Fig. 1: run 1, the metal 3 layer
Scale bar: 20 um.
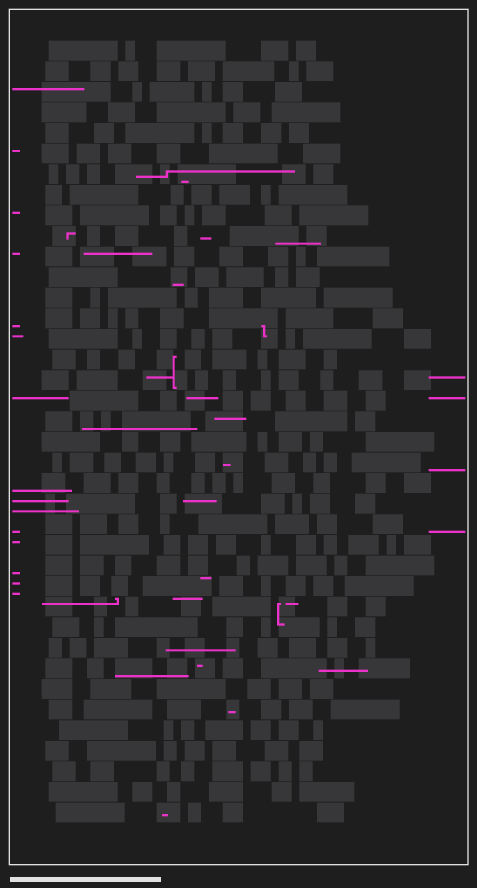
Fig. 2: run 1, congestion heat map
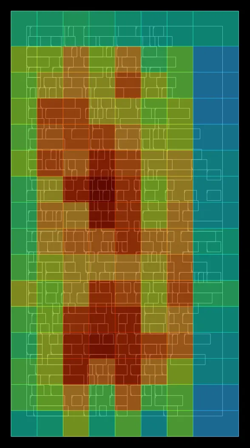
Fig. 3: run 1, clock wires, drivers and flops
Scale bar: 20 um.
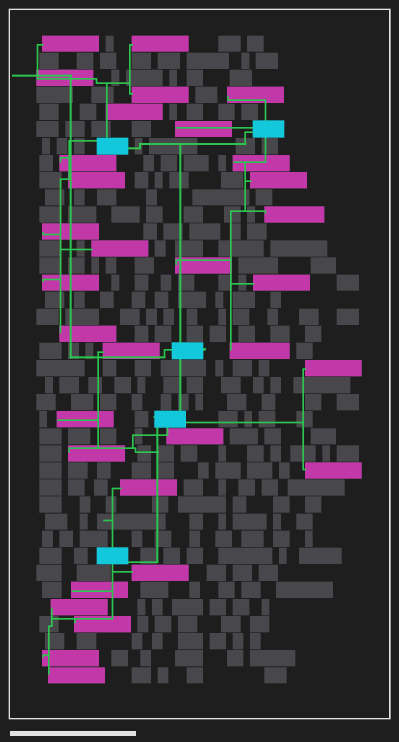
$ cat src/rtl/traffic_light_monitor.sv
// Passive protocol checker for the {Red, Yellow, Green} light bus: tracks RED->GREEN->YELLOW->RED,
// flags code/order/dwell violations and counts completed cycles. Optional dwell log: TLM_DWELL_LOG_EN.
module traffic_light_monitor #(
    parameter int unsigned RED_MIN    = 4,
    parameter int unsigned RED_MAX    = 8,
    parameter int unsigned GREEN_MIN  = 4,
    parameter int unsigned GREEN_MAX  = 8,
    parameter int unsigned YELLOW_MIN = 2,
    parameter int unsigned YELLOW_MAX = 6,
    parameter int unsigned DW_W       = 8,
    parameter int unsigned CNT_W      = 16
) (
    input  logic             clk,
    input  logic             reset,
    input  logic [2:0]       light,
    input  logic             clear_err,
    output logic [1:0]       phase,
    output logic [3:0]       err_status,
    output logic             err_pulse,
    output logic [CNT_W-1:0] cycle_count,
    output logic             in_sync
`ifdef TLM_DWELL_LOG_EN
    ,
    output logic [DW_W-1:0]  last_dwell,
    output logic [1:0]       last_phase
`endif
);

    localparam int unsigned ERR_CODE  = 0;
    localparam int unsigned ERR_ORDER = 1;
    localparam int unsigned ERR_SHORT = 2;
    localparam int unsigned ERR_LONG  = 3;

    typedef enum logic [1:0] {
        ST_RED    = 2'b00,
        ST_GREEN  = 2'b01,
        ST_YELLOW = 2'b10,
        ST_SYNC   = 2'b11
    } state_t;

    state_t           state_q, state_d;
    logic [DW_W-1:0]  dwell_q, dwell_d;
    logic [3:0]       err_status_d;
    logic             err_pulse_d;
    logic [CNT_W-1:0] cycle_count_d;
    logic             in_sync_d;
    logic [3:0]       new_err;
    logic             cycle_done;
    logic             phase_exit;

    logic             obs_legal;
    state_t           obs;
    logic [DW_W-1:0]  cur_min, cur_max;
    state_t           succ;

    // Decode the sampled light bus; anything not one-hot is illegal.
    always_comb begin
        obs_legal = 1'b1;
        obs       = ST_SYNC;
        case (light)
            3'b100:  obs = ST_RED;
            3'b001:  obs = ST_GREEN;
            3'b010:  obs = ST_YELLOW;
            default: obs_legal = 1'b0;
        endcase
    end

    // Dwell bounds and expected successor for the phase being tracked.
    always_comb begin
        cur_min = '0;
        cur_max = '0;
        succ    = ST_SYNC;
        case (state_q)
            ST_RED: begin
                cur_min = DW_W'(RED_MIN);
                cur_max = DW_W'(RED_MAX);
                succ    = ST_GREEN;
            end
            ST_GREEN: begin
                cur_min = DW_W'(GREEN_MIN);
                cur_max = DW_W'(GREEN_MAX);
                succ    = ST_YELLOW;
            end
            ST_YELLOW: begin
                cur_min = DW_W'(YELLOW_MIN);
                cur_max = DW_W'(YELLOW_MAX);
                succ    = ST_RED;
            end
            default: ;
        endcase
    end

    // Next-state and next-output logic; at most one error class per sample.
    always_comb begin
        state_d    = state_q;
        dwell_d    = dwell_q;
        new_err    = '0;
        cycle_done = 1'b0;
        phase_exit = 1'b0;

        if (state_q == ST_SYNC) begin
            if (!obs_legal) begin
                new_err[ERR_CODE] = 1'b1;
            end else if (obs == ST_RED) begin
                state_d = ST_RED;
                dwell_d = DW_W'(1);
            end
        end else if (!obs_legal) begin
            new_err[ERR_CODE] = 1'b1;
            state_d           = ST_SYNC;
            dwell_d           = '0;
        end else if (obs == state_q) begin
            if (dwell_q == cur_max) begin
                new_err[ERR_LONG] = 1'b1;
                state_d           = ST_SYNC;
                dwell_d           = '0;
            end else if (dwell_q != {DW_W{1'b1}}) begin
                dwell_d = dwell_q + DW_W'(1);
            end
        end else if (obs == succ) begin
            if (dwell_q < cur_min) begin
                new_err[ERR_SHORT] = 1'b1;
                state_d            = ST_SYNC;
                dwell_d            = '0;
            end else begin
                state_d    = succ;
                dwell_d    = DW_W'(1);
                phase_exit = 1'b1;
                cycle_done = (state_q == ST_YELLOW);
            end
        end else begin
            new_err[ERR_ORDER] = 1'b1;
            state_d            = ST_SYNC;
            dwell_d            = '0;
        end

        err_status_d  = (clear_err ? 4'b0000 : err_status) | new_err;
        err_pulse_d   = |new_err;
        cycle_count_d = cycle_count;
        if (cycle_done && (cycle_count != {CNT_W{1'b1}})) begin
            cycle_count_d = cycle_count + CNT_W'(1);
        end
        in_sync_d = (state_d != ST_SYNC);
    end

    always_ff @(posedge clk or posedge reset) begin
        if (reset) begin
            state_q     <= ST_SYNC;
            dwell_q     <= '0;
            err_status  <= '0;
            err_pulse   <= 1'b0;
            cycle_count <= '0;
            in_sync     <= 1'b0;
        end else begin
            state_q     <= state_d;
            dwell_q     <= dwell_d;
            err_status  <= err_status_d;
            err_pulse   <= err_pulse_d;
            cycle_count <= cycle_count_d;
            in_sync     <= in_sync_d;
        end
    end

    assign phase = state_q;

`ifdef TLM_DWELL_LOG_EN
    // Record the dwell of each phase left through its legal successor.
    always_ff @(posedge clk or posedge reset) begin
        if (reset) begin
            last_dwell <= '0;
            last_phase <= 2'b00;
        end else if (phase_exit) begin
            last_dwell <= dwell_q;
            last_phase <= state_q;
        end
    end
`else
    logic unused_log;
    assign unused_log = phase_exit;
`endif

endmodule

$ cat config.mk
export PLATFORM = sky130hd
export DESIGN_NAME = traffic_light_monitor
export DESIGN_NICKNAME = d
export VERILOG_FILES = /design/src/rtl/traffic_light_monitor.sv
export SDC_FILE = /design/constraint.sdc
export NUM_CORES = 1
export LEC_CHECK = 0
export CELL_PAD_IN_SITES_DETAIL_PLACEMENT = 1
export CELL_PAD_IN_SITES_GLOBAL_PLACEMENT = 1
export CORE_ASPECT_RATIO = 2
export CORE_MARGIN = 4
export CORE_UTILIZATION = 38
export DETAILED_ROUTE_END_ITERATION = 12
export PLACE_DENSITY = 0.77
export SLEW_MARGIN = 30
export SYNTH_ARGS = -nofsm -noshare
export SYNTH_HDL_FRONTEND = slang
export SYNTH_SLANG_ARGS = --single-unit
export TNS_END_PERCENT = 100
$ cat constraint.sdc
create_clock -name clk -period 2.3 [get_ports clk]
set_input_delay 0.69 -clock clk [delete_from_list [all_inputs] [get_ports clk]]
set_output_delay 0.69 -clock clk [all_outputs]
set_load 0.01 [all_outputs]
==> impl_metrics.toml, run 1 <==
# synthesis and place-and-route metrics
[power_and_ir_drop]
switching_share = 0.384
power.group.top = "combinational cells"
p_seq_frac = 0.233
p_int_w = 0.00195
p_clk_w = 0.000555
p_switching_w = 0.00121

[floorplan]
initial_core_util = 0.388
rows = 38
core_sq_um = 5370
dieArea_sq_um = 6810
die_width_um = 60.4

[critical_path]
cp.buffers_inverters = 2
critPathSlowestCell = "dfstp_2"
r2r_setup_slack_ns = -0.04
cp_top_family = "buffers and inverters"
cp_max_fo = 10
crit_chain = "buf_4 > clkdlybuf4s50_1"

[run_status]
violations = "setup timing"
status = "finished with violations"

[route]
firstDrtPassIters = 4
vias_per_cell = 5.72
totalWireLength_um = 6870
via_count = 2032

[final_layout]
mostFrequentLayoutCell = "buf_4"
regArea_sq_um = 803
antennaDiodeCount = 0
drive_gt1_frac = 0.366
syn_to_final_growth_pct = 49.4
final_util = 0.580

[logic_synthesis]
yosysWarnings = 0
top_logic_kind = "simple AND/OR/NAND/NOR gates"
syn_avg_cell_area_sq_um = 9.75
async_flop_share = 1.00
syn_inst = 214
ys_seq_share = 0.385
mux_share = 0.00540
flop_cell = "dfrtp_1"

[timing]
setup_ws_ns = -0.0462
whs_ns = 0.487
timing.fmax_mhz = 426
setup_violations = 3
drv_slew = 0

[place]
dpl.cell_count = 339
numPortBuffers = 29

[clocking]
cts_sinks = 32
cts-buffers-inserted = 5
holdBufCountCts = 0
insertion_delay_ns = 0.30

[global_routing]
grt_pass1_vias = 2287
grt_max_degree = 33
met1_usage = 0.210
grt_pass1_wl_um = 11400
-- Fig. 1 (at the start) --
The wires run mostly horizontal. The layer carries 189 um of wire. The layer holds 2.8% of the routed length.

-- Fig. 2 (at the start) --
met3 usage in global routing: 0.0388
drt wl/cell: 19.3 um
gr busiest metal: met2

-- Fig. 3 (at the start) --
Magenta is flip-flops, count 32. Cyan is clock-net drivers, count 5. Green is clock wires, length 512 um.
There are 6 routed clock nets.

-- run 1: state kept, by name, indices dropped and copies added, names as in the netlist --
name         cells
cycle_count     16
err_status       4
in_sync          1
phase            2
dwell_q          8
err_pulse        1
-- run 1: area by class of cell --
class / count / area share
Inverter: 15 / 0.0197
Clock inverter: 3 / 0.0136
Tap cell: 60 / 0.0241
Multi-Input combinational cell: 158 / 0.434
Sequential cell: 32 / 0.258
Timing Repair Buffer: 82 / 0.229
Clock buffer: 5 / 0.0221
-- run 1: final timing paths --
| check | from | to | depth (start not counted) |
|---|---|---|---|
| max in group asynchronous | reset | phase[0]$_DFF_PP1_ | 3 |
| min | err_status[0]$_DFF_PP0_ | err_status[0]$_DFF_PP0_ | 1 |
| min in group asynchronous | reset | cycle_count[5]$_DFFE_PP0P_ | 3 |
| min reg2reg | err_status[0]$_DFF_PP0_ | err_status[0]$_DFF_PP0_ | 1 |
| max reg2reg | phase[0]$_DFF_PP1_ | cycle_count[1]$_DFFE_PP0P_ | 10 |
| max | phase[0]$_DFF_PP1_ | phase[0] | 2 |
-- run 1: cell usage after synthesis (3+ instances only) --
cell type / n / share of area
nor4_1: 4 / 0.012
ha_1: 9 / 0.054
nor2_1: 16 / 0.029
and3_1: 3 / 0.0090
clkbuf_8: 5 / 0.033
xnor2_1: 8 / 0.034
nand3_1: 15 / 0.036
xor2_1: 12 / 0.050
dfrtp_1: 30 / 0.36
nand2_1: 10 / 0.018
nand4b_1: 3 / 0.013
nand4_1: 6 / 0.018
a21oi_1: 9 / 0.022
nor3_1: 6 / 0.014
nor3b_1: 3 / 0.011
inv_1: 15 / 0.027
o21ai_0: 10 / 0.024
-- run 1: per-layer routing --
metal  vias up  share of wire
met1      1028           0.32
met4         0          0.050
met3        21          0.028
li1        932              -
met2        51           0.60
met5         -              0
Fig. 4: run 1, the metal 2 layer
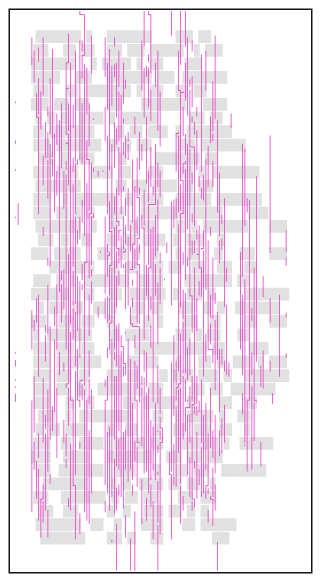

==> inputs of run 2 (changes only) <==
--- a/config.mk
+++ b/config.mk
@@ -5,13 +5,14 @@
 export SDC_FILE = /design/constraint.sdc
 export NUM_CORES = 1
 export LEC_CHECK = 0
+export ABC_AREA = 1
 export CELL_PAD_IN_SITES_DETAIL_PLACEMENT = 1
 export CELL_PAD_IN_SITES_GLOBAL_PLACEMENT = 1
 export CORE_ASPECT_RATIO = 2
 export CORE_MARGIN = 4
-export CORE_UTILIZATION = 38
+export CORE_UTILIZATION = 37
 export DETAILED_ROUTE_END_ITERATION = 12
-export PLACE_DENSITY = 0.77
+export PLACE_DENSITY = 0.78
 export SLEW_MARGIN = 30
 export SYNTH_ARGS = -nofsm -noshare
 export SYNTH_HDL_FRONTEND = slang
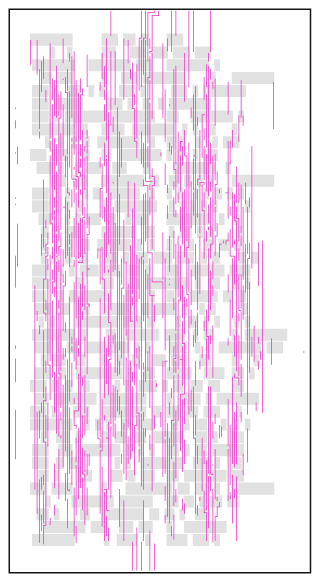
Fig. 5. The metal 2 layer (run 2).
The longest straight run is 56.8 um. The wires run mostly vertical. The layer holds 59% of the routed length. The layer carries 4700 um of wire.

==> run 2 against run 1 <==
  * Die area is 11% higher
  * Sequential share of layout area is 1.6 points lower
  * Total power is 14% higher
  * Non-clock buffer count is 14 lower
  * First-iteration DRC count went up to 3.9 times the previous value
  * Synthesized cell count is 40% higher
  * Sequential cell count stayed put
  * Register-to-register slack worse by 0.05 ns
  * The run still ends with setup timing left
  * Via count is 16% higher
  * Worst setup slack worse by 0.041 ns
==> impl_metrics.toml, run 2 <==
# synthesis and place-and-route metrics
[run_status]
status = "finished with violations"
violations = "setup timing"

[floorplan]
core_sq_um = 6010
initial_core_util = 0.381
nWellTaps = 63
dieArea_sq_um = 7580

[logic_synthesis]
async_flop_share = 1.00
ys_seq_share = 0.351
top_area_frac = 0.328
mux_share = 0
top_logic_kind = "simple AND/OR/NAND/NOR gates"

[final_layout]
regMostFlops = "cycle_count"
num-multi-input-gates = 229
seq_area_frac = 0.241
regArea_sq_um = 803
antennaDiodeCount = 0
nNonClkInverters = 35
clock_area_frac = 0.0447
drive_gt1_frac = 0.304

[critical_path]
cp_max_fo = 10
r2r_end = "cycle_count[9]$_DFFE_PP0P_"
crit_end = "cycle_count[9]$_DFFE_PP0P_"
cp.buffers_inverters = 4
r2r_setup_slack_ns = -0.09

[route]
wl_per_cell_um = 18.4
firstDrtPassIters = 4
via_count = 2354
vias_per_cell = 5.41

[global_routing]
grt_pass1_vias = 2614
top_usage_layer = "met2"
grt_max_degree = 33
grt_pass1_wl_um = 12900

[place]
dpl.cell_count = 413

[timing]
timing.fmax_mhz = 419
setup_violations = 16
setup_ws_ns = -0.0876
[run 2: worst min path at each step]
stage,startpoint,end,cells past startpoint
3_3_place_gp,dwell_q[6]$_DFFE_PP0P_,dwell_q[6]$_DFFE_PP0P_,2
5_1_grt,dwell_q[6]$_DFFE_PP0P_,dwell_q[6]$_DFFE_PP0P_,2
3_5_place_dp,dwell_q[6]$_DFFE_PP0P_,dwell_q[6]$_DFFE_PP0P_,2
4_1_cts,dwell_q[6]$_DFFE_PP0P_,dwell_q[6]$_DFFE_PP0P_,2
2_1_floorplan,dwell_q[6]$_DFFE_PP0P_,dwell_q[6]$_DFFE_PP0P_,2
6_report,dwell_q[6]$_DFFE_PP0P_,dwell_q[6]$_DFFE_PP0P_,2
[run 2: worst register-to-register path: stages (launching register included)]
cell and delay [ns]:
dfstp_2 0.57, inv_4 0.06, ha_4 0.17, o21bai_4 0.17
ha_4 0.22, inv_2 0.05, nor2_2 0.04, nor3_2 0.18
nand2_1 0.12, nand4_1 0.19, inv_2 0.10, buf_12 0.15
nand2_4 0.15, nand2_1 0.08, nand2_1 0.08
[run 2: timing repair]
| action | 4_1_cts | 5_1_grt |
|---|---|---|
| cloned | 2 | 0 |
| endpoints found under the setup margin | 19 | 30 |
| resized | 19 | 31 |
| buffers inserted | 6 | 7 |
| pin swaps | 5 | 20 |
[run 2: report_power, final]
| part | switching, W | leakage, nW | internal, W |
|---|---|---|---|
| combinational | 0.00117 | 1.09 | 0.00103 |
| sequential | 0.0000717 | 0.426 | 0.000653 |
| clock | 0.000257 | 0.0766 | 0.000426 |
| total | 0.00150 | 1.59 | 0.00211 |
[run 2: cell families after synthesis]
kind of cell             Yosys count
XOR/XNOR                          17
AND-OR/OR-AND                     17
AND/OR/NAND/NOR                  185
flip-flops                        32
adder cells (fa/ha/maj)            9
buffers and inverters             39
Fig. 6: run 2, congestion heat map
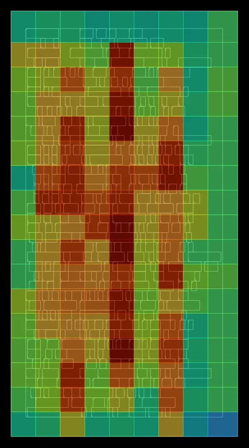

==> inputs of run 3 (changes only) <==
--- a/config.mk
+++ b/config.mk
@@ -8,7 +8,7 @@
 export ABC_AREA = 1
 export CELL_PAD_IN_SITES_DETAIL_PLACEMENT = 1
 export CELL_PAD_IN_SITES_GLOBAL_PLACEMENT = 1
-export CORE_ASPECT_RATIO = 2
+export CORE_ASPECT_RATIO = 0.6
 export CORE_MARGIN = 4
 export CORE_UTILIZATION = 37
 export DETAILED_ROUTE_END_ITERATION = 12
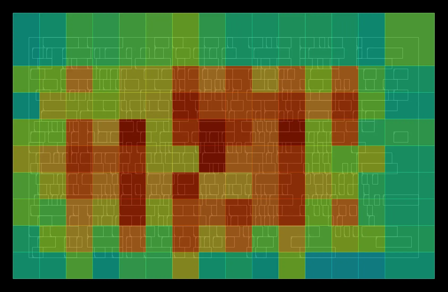
Fig. 7. Congestion heat map (run 3).
met3 usage in global routing: 0.0391
Final Core Density: 0.588
grt met1 use: 0.294

==> run 3 against run 2 <==
  * Hold slack gained 0.044 ns
  * Combinational power grew 9%
  * The flow still finishes with violations (setup timing)
  * Critical path depth is the same
  * Global-route usage shrank 1.6 points
  * Synthesized cell count is the same
==> impl_metrics.toml, run 3 <==
# synthesis and place-and-route metrics
[logic_synthesis]
most_common_cell = "nand2_1"
ys_seq_share = 0.351
yosysWarnings = 0
syn_avg_cell_area_sq_um = 7.65
flop_cell = "dfrtp_1"
synth_nets = 314
syn_inst = 299
synth.area.top_cells = "dfrtp_1 (33%), nand2_1 (15%), nand3_1 (5.9%), inv_1 (5.4%), ha_1 (4.9%)"
edf_count = 0
async_flop_share = 1.00
yosys_area_sq_um = 2290
synth_area_sq_um = 2290
yosysTopAreaCell = "dfrtp_1"
yosys-top-cells-count = "nand2_1 (94), inv_1 (33), dfrtp_1 (30)"
synth-seq-cells = 32
top_area_frac = 0.328
synth.distinct_cells = 34

[final_layout]
mostFrequentLayoutCell = "nand2_1"
lay_top_cells = "nand2_1 (83), buf_4 (40), dfrtp_1 (30), inv_1 (29), clkdlybuf4s50_1 (26)"
drive_gt1_frac = 0.325
antennaDiodeCount = 0
largest_reg_flops = 16
syn_to_final_growth_pct = 48.7
nets = 396
finalInstanceArea_sq_um = 3400
regMostFlops = "cycle_count"
top_regs = "cycle_count: 16 flops, dwell_q: 8 flops, err_status: 4 flops"
fin_cells = 461

[floorplan]
dieArea_sq_um = 7540
ioPinCount = 30
initial_core_util = 0.395
chipHeight_um = 68.9
die_width_um = 109
core_sq_um = 5780
rows = 21

[timing]
drv_slew = 0
setup_ws_ns = -0.0963
period_minus_slack_ns = 2.40
fin_crit_sh = 1.04
fin_skew_ns = 0.00451
timing.fmax_mhz = 417
whs_ns = 0.526
fin_tns_setup_ns = -1.28
timing.slew.headroom = 0.473
setup_violations = 24
rsz0062_at_grt = "yes"

[route]
drtAntennaViolNets = 0
wl_per_cell_um = 20.6
firstDrtPassIters = 4
vias_per_cell = 5.56
via_count = 2562
totalWireLength_um = 9480

[global_routing]
track_usage = 0.206
grt_pass1_wl_um = 11900
grt_max_degree = 22
grt_pass1_vias = 2389
antenna_found_initial = 0

[critical_path]
critPathSlowestCell = "clkdlybuf4s50_1"
crit_end = "cycle_count[9]$_DFFE_PP0P_"
r2r_end = "cycle_count[8]$_DFFE_PP0P_"
required_ns = 2.47
cp-startpoint = "light[1]"
crit_chain = "clkdlybuf4s50_1 > inv_1 > nand3b_4 > nand3_4 > nand2_4 > nand2_2 > nand2_4 > nand2_4 > nand2_4 > nor2_8 > buf_4 > nand2_8 > nand2_2 > nand2_1"
rr_worst_depth = 14
worstSetupPathType = "in -> reg"
r2r-start = "phase[0]$_DFF_PP1_"
cp_slowest_stage_delay_ns = 0.46
cp_max_fo = 6
r2r_setup_slack_ns = -0.09

[clocking]
insertion_delay_ns = 0.29
root_buffer = "clkbuf_8"
clk_pin_slew_ns = 0.07
holdBufCountCts = 0
cts_sinks = 32
cts_tree = "done"
cts-buffers-inserted = 5

[place]
numPortBuffers = 29
dp_hpwl_um = 5270
dpl.cell_count = 433

[run_status]
violations = "setup timing"
status = "finished with violations"

[power_and_ir_drop]
power.density_nw_per_um2 = 1060
leakage_nw = 1.59
power.total_w = 0.00361

[worst_hold_path]
whs_path_depth = 2
min_from = "dwell_q[6]$_DFFE_PP0P_"
min_to = "dwell_q[6]$_DFFE_PP0P_"
hold_path_class = "reg -> reg"

[run]
maxCapViolations = 0
## run 3: cell types whose count changed in the layout (fill, tap and decap cells not counted), moves of 2 or more
cell,previous run,this run
clkinv_2,2,0
inv_2,5,3
nand3_1,14,17
nand3_2,13,10
nand2_1,88,83
buf_6,1,5
nor3_2,3,1
buf_4,33,40
clkbuf_8,1,7
clkbuf_16,5,0
nand2_2,13,16
buf_12,4,1
nand2_8,1,4
## run 3: where the power goes
part / switching [W] / internal (W)
registers: 0.0000688 / 0.000652
clock network: 0.000227 / 0.000267
logic: 0.00134 / 0.00106
total: 0.00164 / 0.00198
## run 3: cell families (layout without fill, tap and decap cells)
group / Yosys count / count (layout) / share of synthesized area
buffers and inverters: 39 / 118 / 0.0728
xor gates and xnor gates: 17 / 17 / 0.0733
adders and majority gates: 9 / 9 / 0.0493
DFF: 32 / 32 / 0.351
AOI/OAI and AO/OA: 17 / 17 / 0.0515
and+or+nand+nor: 185 / 188 / 0.402
## run 3: cell type report
cell class / instances / area, sq um
clock buffers: 7 / 96.3
flip-flops and latches: 32 / 803
inverters: 35 / 141
well taps: 80 / 100
repair buffers: 76 / 686
fillers: 690 / 2380
multi-input cells: 231 / 1570
## run 3: repair_timing
action                                  4_1_cts  5_1_grt
endpoints found under the setup margin       20       28
gates cloned                                  1        2
buffers inserted                              5       14
gates resized                                22       42
pin swaps                                    13       31
## run 3: per-layer routing
metal | track usage | vias to the layer above | wire length, um
met5 | 0 | - | 0
met4 | 0.0280 | 0 | 168
met3 | 0.0391 | 20 | 721
met2 | 0.332 | 131 | 4450
met1 | 0.294 | 1291 | 4150
li1 | - | 1120 | -
## run 3: worst max-delay path: cells and delay by family
family | cells | cell delay [ns]
buffers and inverters | 3 | 0.77
and+or+nand+nor | 11 | 1.09
Power and IR drop assume default switching activity.
